==> src/rtl/pipe_ctrl_pkg.sv <==
// Shared types and defaults for the pipeline controller: FSM state encoding,
// the bundled control-output struct and the canned control patterns.
package pipe_ctrl_pkg;

    localparam int DEF_REG_W = 3;
    localparam int DEF_CNT_W = 16;

    typedef enum logic [1:0] {
        RUN   = 2'd0,
        IMISS = 2'd1,
        DMISS = 2'd2,
        HALT  = 2'd3
    } state_t;

    typedef struct packed {
        logic pc_en;
        logic ifid_en;
        logic idex_en;
        logic exmem_en;
        logic memwb_en;
        logic ifid_vld;
        logic idex_vld;
    } ctrl_t;

    localparam ctrl_t CTRL_NONE    = 7'b00000_00;
    localparam ctrl_t CTRL_RUN     = 7'b11111_11;
    localparam ctrl_t CTRL_FLUSH   = 7'b11111_00;
    localparam ctrl_t CTRL_LOADUSE = 7'b00111_10;
    localparam ctrl_t CTRL_IMISS   = 7'b01111_01;

endpackage

==> src/rtl/pipe_ctrl_hazard_detect.sv <==
// Load-use detector: a load in EX whose destination is read by the decode instruction.
module hazard_detect #(
    parameter int REG_W = 3
) (
    input  logic [REG_W-1:0] i_id_rs,
    input  logic [REG_W-1:0] i_id_rt,
    input  logic             i_id_rs_vld,
    input  logic             i_id_rt_vld,
    input  logic [REG_W-1:0] i_ex_rd,
    input  logic             i_ex_memread,
    input  logic             i_ex_regwrite,
    output logic             o_load_use
);

    logic w_rs_hit;
    logic w_rt_hit;

    assign w_rs_hit   = i_id_rs_vld & (i_id_rs == i_ex_rd);
    assign w_rt_hit   = i_id_rt_vld & (i_id_rt == i_ex_rd);
    assign o_load_use = i_ex_memread & i_ex_regwrite & (w_rs_hit | w_rt_hit);

endmodule

==> src/rtl/pipe_ctrl.sv <==
// Five-stage pipeline stall/flush controller (RUN/IMISS/DMISS/HALT).
// Optional performance counters are built when PIPE_CTRL_PERF_EN is defined.
module pipe_ctrl
    import pipe_ctrl_pkg::*;
#(
    parameter int REG_W = DEF_REG_W,
    parameter int CNT_W = DEF_CNT_W
) (
    input  logic             clk,
    input  logic             rst_n,
    input  logic [REG_W-1:0] id_rs,
    input  logic [REG_W-1:0] id_rt,
    input  logic             id_rs_vld,
    input  logic             id_rt_vld,
    input  logic [REG_W-1:0] ex_rd,
    input  logic             ex_memread,
    input  logic             ex_regwrite,
    input  logic             br_taken,
    input  logic             imem_stall,
    input  logic             dmem_stall,
    input  logic             dmem_done,
    input  logic             wb_halt,
    output logic             pc_en,
    output logic             ifid_en,
    output logic             idex_en,
    output logic             exmem_en,
    output logic             memwb_en,
    output logic             ifid_vld,
    output logic             idex_vld,
    output logic             halted,
`ifdef PIPE_CTRL_PERF_EN
    output logic [CNT_W-1:0] stall_cnt,
    output logic [CNT_W-1:0] flush_cnt,
`endif
    output logic [1:0]       dbg_state,
    output logic             dbg_redir_pend
);

    state_t r_state;
    state_t w_state_nxt;
    logic   r_redir_pend;
    logic   w_redir_nxt;
    logic   w_load_use;
    ctrl_t  w_ctrl;

    hazard_detect #(.REG_W(REG_W)) u_hazard_detect (
        .i_id_rs       (id_rs),
        .i_id_rt       (id_rt),
        .i_id_rs_vld   (id_rs_vld),
        .i_id_rt_vld   (id_rt_vld),
        .i_ex_rd       (ex_rd),
        .i_ex_memread  (ex_memread),
        .i_ex_regwrite (ex_regwrite),
        .o_load_use    (w_load_use)
    );

    always_ff @(posedge clk) begin
        if (!rst_n) begin
            r_state      <= RUN;
            r_redir_pend <= 1'b0;
        end else begin
            r_state      <= w_state_nxt;
            r_redir_pend <= w_redir_nxt;
        end
    end

    always_comb begin
        w_state_nxt = r_state;
        w_redir_nxt = r_redir_pend;
        if (wb_halt) begin
            w_state_nxt = HALT;
        end else begin
            case (r_state)
                RUN: begin
                    if (dmem_stall)                    w_state_nxt = DMISS;
                    else if (br_taken || w_load_use)   w_state_nxt = RUN;
                    else if (imem_stall)               w_state_nxt = IMISS;
                end
                IMISS: begin
                    if (dmem_stall)                    w_state_nxt = DMISS;
                    else if (!imem_stall)              w_state_nxt = RUN;
                    // A redirect while the fetch is still outstanding poisons that fetch.
                    if (br_taken && imem_stall && !dmem_stall) w_redir_nxt = 1'b1;
                end
                DMISS: begin
                    if (dmem_done)                     w_state_nxt = RUN;
                end
                default: w_state_nxt = HALT;
            endcase
        end
        if (w_state_nxt == RUN || w_state_nxt == HALT) w_redir_nxt = 1'b0;
    end

    always_comb begin
        w_ctrl = CTRL_NONE;
        if (rst_n && !wb_halt) begin
            case (r_state)
                RUN, IMISS: begin
                    if (dmem_stall)        w_ctrl = CTRL_NONE;
                    else if (br_taken)     w_ctrl = CTRL_FLUSH;
                    else if (w_load_use)   w_ctrl = CTRL_LOADUSE;
                    else if (imem_stall)   w_ctrl = CTRL_IMISS;
                    else begin
                        w_ctrl = CTRL_RUN;
                        if (r_state == IMISS && r_redir_pend) w_ctrl.ifid_vld = 1'b0;
                    end
                end
                DMISS: begin
                    if (dmem_done)         w_ctrl = CTRL_RUN;
                end
                default: w_ctrl = CTRL_NONE;
            endcase
        end
    end

    assign pc_en          = w_ctrl.pc_en;
    assign ifid_en        = w_ctrl.ifid_en;
    assign idex_en        = w_ctrl.idex_en;
    assign exmem_en       = w_ctrl.exmem_en;
    assign memwb_en       = w_ctrl.memwb_en;
    assign ifid_vld       = w_ctrl.ifid_vld;
    assign idex_vld       = w_ctrl.idex_vld;
    assign halted         = rst_n & (r_state == HALT);
    assign dbg_state      = r_state;
    assign dbg_redir_pend = r_redir_pend;

`ifdef PIPE_CTRL_PERF_EN
    logic             w_stall_evt;
    logic             w_flush_evt;
    logic [CNT_W-1:0] r_stall_cnt;
    logic [CNT_W-1:0] r_flush_cnt;

    // CTRL_FLUSH is only ever selected by a taken branch, so it marks a squash.
    assign w_stall_evt = rst_n & ~wb_halt & (r_state != HALT) & ~w_ctrl.pc_en;
    assign w_flush_evt = rst_n & (w_ctrl == CTRL_FLUSH);

    always_ff @(posedge clk) begin
        if (!rst_n) begin
            r_stall_cnt <= '0;
            r_flush_cnt <= '0;
        end else begin
            if (w_stall_evt) r_stall_cnt <= r_stall_cnt + {{(CNT_W-1){1'b0}}, 1'b1};
            if (w_flush_evt) r_flush_cnt <= r_flush_cnt + {{(CNT_W-1){1'b0}}, 1'b1};
        end
    end

    assign stall_cnt = r_stall_cnt;
    assign flush_cnt = r_flush_cnt;
`endif

endmodule

==> config.mk <==
export PLATFORM = sky130hd
export DESIGN_NAME = pipe_ctrl
export DESIGN_NICKNAME = d
export VERILOG_FILES = /design/src/rtl/pipe_ctrl_pkg.sv /design/src/rtl/pipe_ctrl_hazard_detect.sv /design/src/rtl/pipe_ctrl.sv
export SDC_FILE = /design/constraint.sdc
export NUM_CORES = 1
export LEC_CHECK = 0
export CORE_AREA = 2 2 39 41
export CTS_BUF_LIST = sky130_fd_sc_hd__clkbuf_4
export CTS_CLUSTER_DIAMETER = 30
export DETAILED_ROUTE_END_ITERATION = 8
export DIE_AREA = 0 0 41 43
export PLACE_DENSITY = 0.7
export SETUP_SLACK_MARGIN = 0.5
export SKIP_LAST_GASP = 1
export SYNTH_ARGS = -nofsm -noshare
export SYNTH_HDL_FRONTEND = slang
export SYNTH_SLANG_ARGS = --single-unit
==> constraint.sdc <==
create_clock -name clk -period 1.7 [get_ports clk]
set_input_delay 0.34 -clock clk [delete_from_list [all_inputs] [get_ports clk]]
set_output_delay 0.34 -clock clk [all_outputs]
set_load 0.05 [all_outputs]
Figure 1. Metal layers overlaid (run 1).
Drawn at 12 px/µm. Two of the layers only.
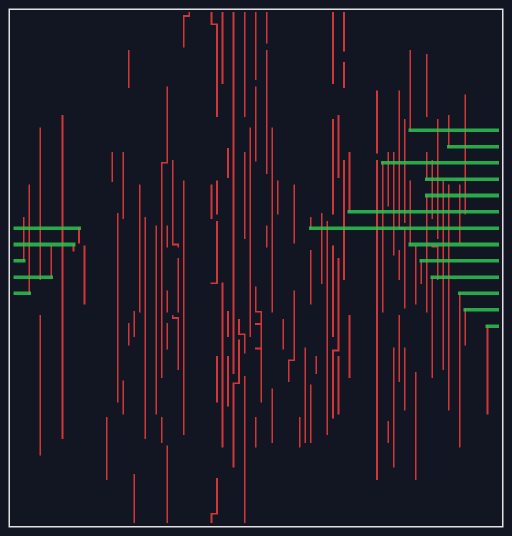
M2: shown in red, wire length 829 µm. M3: shown in green, wire length 101 µm.

Figure 2. Placement density heat map (run 1).
Drawn at 6 px/µm. 8 x 9 tiles, from white (low) to dark blue (high), 0 to 100% covered.
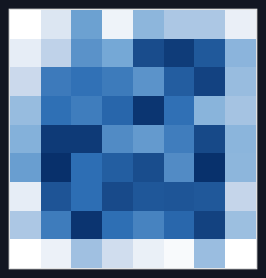
31% of the tiles are over 75% full. The emptiest ninth of the die: north-west. 4.2% of the tiles are nearly empty. The densest ninth of the die: center. The fullest tile reaches 100%.

Figure 3. Power grid (run 1).
Drawn at 12 px/µm. Pins as bars on the die edge.
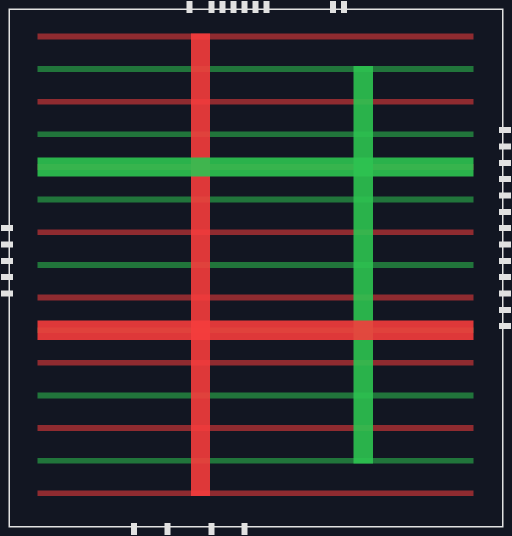
VDD: shown in green. VSS: shown in red.
2 straps on met4. 2 straps on met5.

==> flow_metrics.tcl, run 1 <==
# yosys + openroad results
set metrics [dict create \
    ctsLongestPathBuffers 2 \
    maxCapViolations 0 \
    cts_tree "done" \
    slew_headroom 0.7825 \
    ys_sh_xor 0.1463 \
    row_count 14 \
    endpoint "ifid_vld" \
    cp_data_arrival_time_ns 1.41 \
    ys.flop_type "dfxtp_1" \
    ys_types 24 \
    ys_seq_frac 0.1672 \
    vias 507 \
    cp_top_family "AND-OR/OR-AND gates" \
    power_density_nw_per_um2 465.7 \
    io_pins 31 \
    top_area_cell "dfxtp_1" \
    overflow 0 \
    worstPathCellList "buf_6 > xnor2_2 > nand4_1 > a21oi_4 > o21ai_2 > a21oi_4 > buf_12" \
    ys_top_cells_by_count "nor2_1, xnor2_1, a21oi_1, nand2_1" \
    dp_cells 99 \
    crit_required_ns 1.36 \
    dieWidth_um 41 \
    synthAoiAreaFrac 0.2753 \
    path_clk_slew_ns 0.04 \
    fmax_ghz 0.5716 \
    fin_total_pwr_mw 0.4725 \
    critPathKind "in -> out" \
    status "finished, violations left" \
    area_delta_synth_final_pct 182.6 \
    postRouteAntennaNets 0 \
    violations "negative setup slack" \
    numCtsBuffers 3 \
    power.leakage_nw 0.4359 \
    synth_cells 49 \
    synthAdderAreaFrac 0 \
    nFillCells 106 \
    port_buffers 30 \
    path_max_fanout 5 \
    stdcell_count 108 \
    period_needed_ns 1.749 \
    place_hpwl_um 1121 \
    place_congestion 0.8976 \
    finalSetupTns_ns -0.09140 \
    crit_start "ex_rd[0]" \
    die-area_um2 1763 \
    holdPathEnd "dbg_state[1]" \
    clk_latency_ns 0.23 \
    fin_area_um2 1015 \
    cp.depth 7 \
    slew_viol_final 0 \
    grt_usage 0.1789 \
    synthTopCellsByArea "dfxtp_1, xnor2_1, a21oi_1, nor2_1, o21a_1" \
    tightest_slew_ns 0.3216 \
    fin_ws_ns -0.04949 \
    synth-edff-count 0 \
    root_buffer "clkbuf_4" \
    drc 0 \
    holdCritPathClass "in -> reg" \
    drtIter0Drc 4 \
    core-area_um2 1384 \
    postCtsHoldBufs 0 \
    grt_pass1_wl_um 2159 \
    vdd_drop_max_uv 443.2 \
    yosysWarnings 0 \
    setup-violations-final 4 \
    grt_pass1_vias 535 \
    min_from "rst_n" \
    postCtsSetupBuffers 3 \
    drive_above_1_share 0.7065 \
    routed_wirelength_um 1377 \
    hold_depth 3 \
    synth_nets 69 \
    num-nets-final 113 \
    ys_cells 49 \
    timing.rr.start "dbg_state[1]" \
    rr_worst_depth 3 \
    finClkSkew_ns 0.002982 \
]
-- run 1: report_power, final --
part	internal [mW]	leakage [nW]	switching, mW
registers	0.0744	0.0258	0.0117
clock network	0.104	0.0184	0.0357
logic	0.131	0.392	0.116
total	0.309	0.436	0.164
-- run 1: per-layer routing --
layer  wire, µm  global-route usage  part of all wire
met5          0                   0                 0
met4          0             0.06000                 0
met1        447              0.1871              0.32
met3        100            0.005236             0.073
met2        828              0.3438              0.60
-- run 1: cell type report --
class	count	area [µm²]	share of cell area
repair buffers	42	445.4	0.4390
flip-flops and latches	3	67.56	0.06658
clock buffers	4	30.03	0.02959
inverters	2	12.51	0.01233
well taps	16	20.02	0.01973
multi-input cells	41	439.2	0.4328
-- run 1: registers in the layout, indices dropped and copies added (netlist names) --
register and cells:
dbg_state 2, dbg_redir_pend 1
Figure 4. Track usage over the die (run 1).
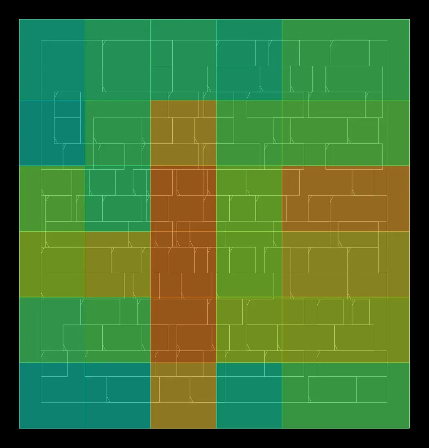

--- run 2 (diff from run 1) ---
TNS_END_PERCENT = 50   (was not set)
Figure 5. Track usage over the die (run 2).
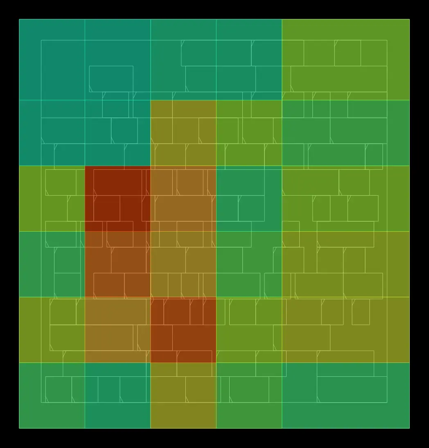
met2 Usage GRT: 0.3375
GR Util met3: 0.03141
WL per Instance: 12.98 µm
GRT Total Usage: 0.1888

==> run 2 against run 1 <==
Effect of this change:
- the run still ends with negative setup slack left
- via count is 5.5% higher
- first-iteration DRC count is 25% lower
- worst hold slack better by 0.012 ns
- fmax grew 1.1%
- synthesized cell count unchanged
==> flow_metrics.tcl, run 2 <==
# yosys + openroad results
set metrics [dict create \
    status "finished, violations left" \
    violations "negative setup slack" \
    overflow 0 \
    ys_seq_frac 0.1672 \
    dp_cells 99 \
    wirelength_met1_um 478 \
    holdPathEnd "dbg_state[0]" \
    fin_ws_ns -0.03059 \
    fmax_ghz 0.5778 \
    final_cell_mix "buf_4, dlygate4sd2_1, buf_6" \
    port_buffers 30 \
    ctsLongestPathBuffers 2 \
    tool_warnings 29 \
    synthTopCellsByArea "dfxtp_1, xnor2_1, a21oi_1, nor2_1, o21a_1" \
    fin_area_um2 987.2 \
    lay_top_count "buf_4" \
    synth_nets 69 \
    p_comb_frac 0.506 \
    hold_depth 3 \
    row_count 14 \
    pg_comb_mw 0.239 \
    pg_clk_mw 0.147 \
    path_clk_slew_ns 0.03 \
    numCtsBuffers 3 \
    crit_required_ns 1.36 \
    setup-violations-final 3 \
    fin_total_pwr_mw 0.4722 \
    p_seq_mw 0.0864 \
    cp_top_family "AND-OR/OR-AND gates" \
    tightest_slew_ns 0.2908 \
    io_pins 31 \
    vias 535 \
    routed_wirelength_um 1402 \
    wl_met3_um 137 \
    rr_worst_depth 3 \
    p_sw_mw 0.1719 \
    synthAoiAreaFrac 0.2753 \
    crit_start "ex_rd[1]" \
    place_hpwl_um 1037 \
    min_from "rst_n" \
    power.leakage_nw 0.4295 \
    holdCritPathClass "in -> reg" \
    top_area_cell "dfxtp_1" \
    ys_types 24 \
    finalSetupTns_ns -0.05919 \
    num-nets-final 113 \
    worstPathCellList "buf_6 > xnor2_2 > nand4_1 > a21oi_4 > o21ai_2 > a21oi_4 > buf_12" \
    swShare 0.3641 \
    drtIter0Drc 3 \
    slew_headroom 0.8034 \
    root_buffer "clkbuf_4" \
    postRouteAntennaNets 0 \
    vdd_drop_max_uv 521.9 \
    use_met1 0.1801 \
    finClkSkew_ns 0.01062 \
    core-area_um2 1384 \
    seqPwrFrac 0.183 \
    power_frac_clock 0.311 \
    path_max_fanout 5 \
    endpoint "ifid_vld" \
    yosysWarnings 0 \
    drive_above_1_share 0.6848 \
    intPower_mw 0.3003 \
    cp_data_arrival_time_ns 1.39 \
    ys_sh_xor 0.1463 \
    slew_viol_final 0 \
    postCtsHoldBufs 0 \
    rrSetupSlack_ns 0.44 \
    synthAdderAreaFrac 0 \
    clk_latency_ns 0.24 \
    ys_top_cells_by_count "nor2_1, xnor2_1, a21oi_1, nand2_1" \
    cts_tree "done" \
    synth-edff-count 0 \
    largest_reg_flops 2 \
    period_needed_ns 1.731 \
    highest_layer "met4" \
]
Figure 6. Placement density heat map (run 2).
Drawn at 6 px/µm. 8 x 9 tiles, from white (low) to dark blue (high), 0 to 100% covered.
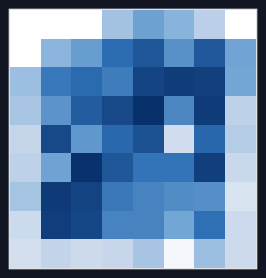
31% of the tiles are over 75% full. The densest ninth of the die: center. The emptiest ninth of the die: north-west.

## run 2: cell counts after synthesis
Identical to the previous run, type by type.
## run 2: final cells by class
| cell class | count | area (µm²) | area share |
|---|---|---|---|
| Multi-Input combinational cell | 41 | 442.9 | 0.4487 |
| Timing Repair Buffer | 42 | 414.1 | 0.4195 |
| Sequential cell | 3 | 67.56 | 0.06844 |
| Clock buffer | 4 | 30.03 | 0.03042 |
| Tap cell | 16 | 20.02 | 0.02028 |
| Inverter | 2 | 12.51 | 0.01267 |
## run 2: timing repair
item | CTS | global route
setup endpoints to repair | 13 | 12
cloned | 0 | 0
buffers inserted | 4 | 1
pin swaps | 17 | 8
resized | 63 | 9
endpoints found under the hold margin | 0 | 0
## run 2: worst min-delay path: cells and delay by family
family / cells / cell delay [ns]
buf+inv: 2 / 0.33
compound gates: 1 / 0.12
Figure 7. Clock distribution (run 2).
Drawn at 12 px/µm.
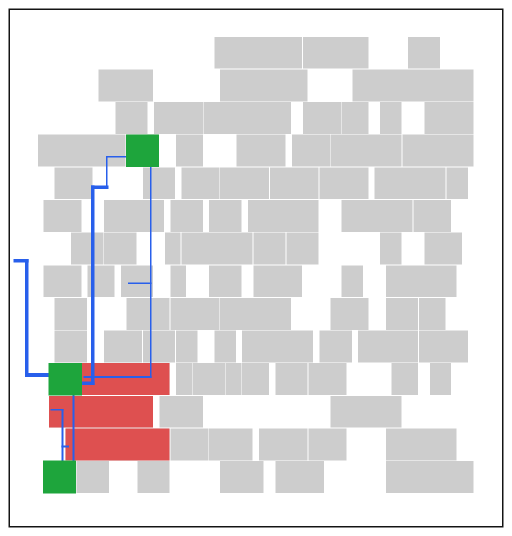

--- run 3 (diff from run 2) ---
clock period = 2.06 ns   (was 1.7 ns; I/O delays follow)
Figure 8. Clock distribution (run 3).
Drawn at 12 px/µm.
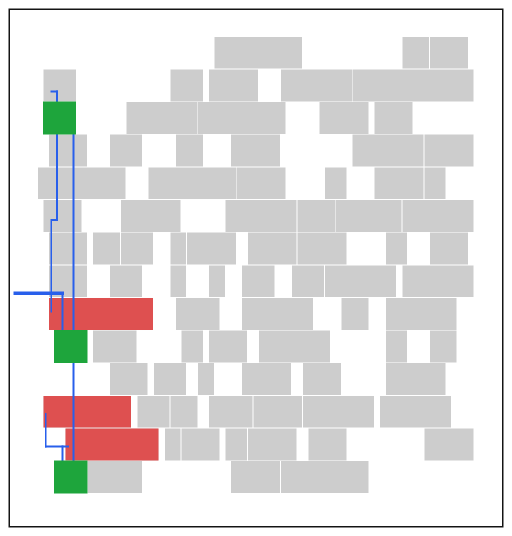
clock-net drivers: shown in green, count 3. flip-flops: shown in red, count 3. clock wires: shown in blue, length 67.5 µm.
There are 4 routed clock nets.

Figure 9. Track usage over the die (run 3).
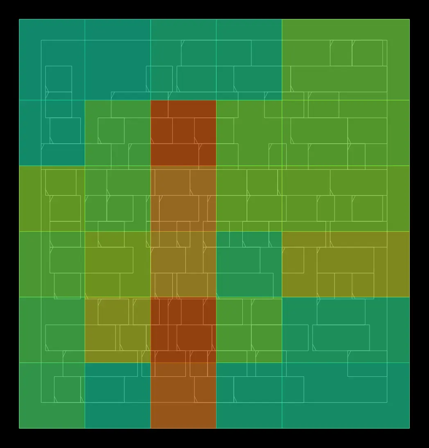
met2 Usage GRT: 0.3063
Final Util: 0.6799
WL per Instance: 13.20 µm
GR Util met3: 0.01571

==> run 3 against run 2 <==
Effect of this change:
- the run now ends clean
- cell count shrank 7.4%
- via count is 7.7% lower
- routed wire length is 5.8% lower
- largest cell class unchanged
- highest routed layer is now met3
- setup slack improved by 0.22 ns
- utilization down 3.3 points
- sequential power fell by 17%
- register-to-register slack improved by 0.29 ns
- sequential share of layout area is 0.071 points higher
- critical endpoint unchanged
- first-iteration DRC count stayed put
==> flow_metrics.tcl, run 3 <==
# yosys + openroad results
set metrics [dict create \
    tightest_slew_ns 0.4970 \
    synthAdderAreaFrac 0 \
    p_sw_mw 0.1337 \
    status "finished clean" \
    slew_viol_final 0 \
    routed_wirelength_um 1320 \
    postCtsHoldBufs 0 \
    holdCritPathClass "reg -> reg" \
    core-area_um2 1384 \
    root_buffer "clkbuf_4" \
    ys_types 24 \
    seq_area_frac 0.06915 \
    use_met1 0.1833 \
    finalSetupTns_ns 0 \
    tool_warnings 29 \
    intPower_mw 0.2410 \
    grt_usage 0.1707 \
    largest_reg_flops 2 \
    setup-violations-final 0 \
    crit_required_ns 1.65 \
    fin_area_um2 940.9 \
    row_count 14 \
    lay_top_count "dlygate4sd2_1" \
    hold_depth 3 \
    synthAoiAreaFrac 0.2753 \
    yosysWarnings 0 \
    top_area_cell "dfxtp_1" \
    fin_ws_ns 0.1916 \
    num-nets-final 105 \
    ctsLongestPathBuffers 2 \
    p_comb_frac 0.501 \
    drtIter0Drc 3 \
    synthTopCellsByArea "dfxtp_1, xnor2_1, a21oi_1, nor2_1, o21a_1" \
    final_cell_mix "dlygate4sd2_1, buf_6, xnor2_2, buf_12" \
    clock_area_frac 0.03191 \
    numCtsBuffers 3 \
    n_all_buffers 34 \
    min_from "dbg_redir_pend" \
    synth_nets 69 \
    path_max_fanout 5 \
    cp_data_arrival_time_ns 1.46 \
    port_buffers 30 \
    logic_gates 41 \
    holdPathEnd "dbg_redir_pend" \
    worstPathCellList "buf_6 > xnor2_2 > nand4_1 > a21oi_4 > o21ai_2 > a21oi_4 > buf_12" \
    vias 494 \
    postCtsSetupBuffers 0 \
    overflow 0 \
    clk_latency_ns 0.23 \
    fin_total_pwr_mw 0.3747 \
    nonClkBufAreaFrac 0.3910 \
    clkbuf_count 4 \
    finClkSkew_ns 0.005186 \
    ys_sh_xor 0.1463 \
    ys_top_cells_by_count "nor2_1, xnor2_1, a21oi_1, nand2_1" \
    flop-count 3 \
    seqPwrFrac 0.190 \
    taps 16 \
    place_hpwl_um 1061 \
    rrSetupSlack_ns 0.73 \
    comb_share 0.4761 \
    fmax_ghz 0.5352 \
]
## run 3: logic make-up after synthesis
kind of cell | Yosys count
compound gates | 15
buf+inv | 5
flops | 3
simple gates | 20
xor+xnor | 6
## run 3: timing repair
item	in CTS	in global routing
resized	69	7
endpoints found under the setup margin	13	11
hold endpoints to repair	0	0
pin swaps	16	6
## run 3: metal layers
| metal | routed length, µm | share of wire |
|---|---|---|
| met1 | 437 | 0.33 |
| met5 | 0 | 0 |
| met4 | 0 | 0 |
| met2 | 726 | 0.55 |
| met3 | 156 | 0.12 |
## run 3: power by group through the flow
stage,registers (mW),clock network [mW],logic (mW)
after floorplan,0.0780,0,0.0896
after global placement,0.0719,0,0.173
after detailed placement,0.0716,0,0.176
after CTS,0.0714,0.124,0.180
after global routing,0.0727,0.125,0.199
final,0.0713,0.116,0.188
No activity file was given, so power comes from the tool's default toggle rates.
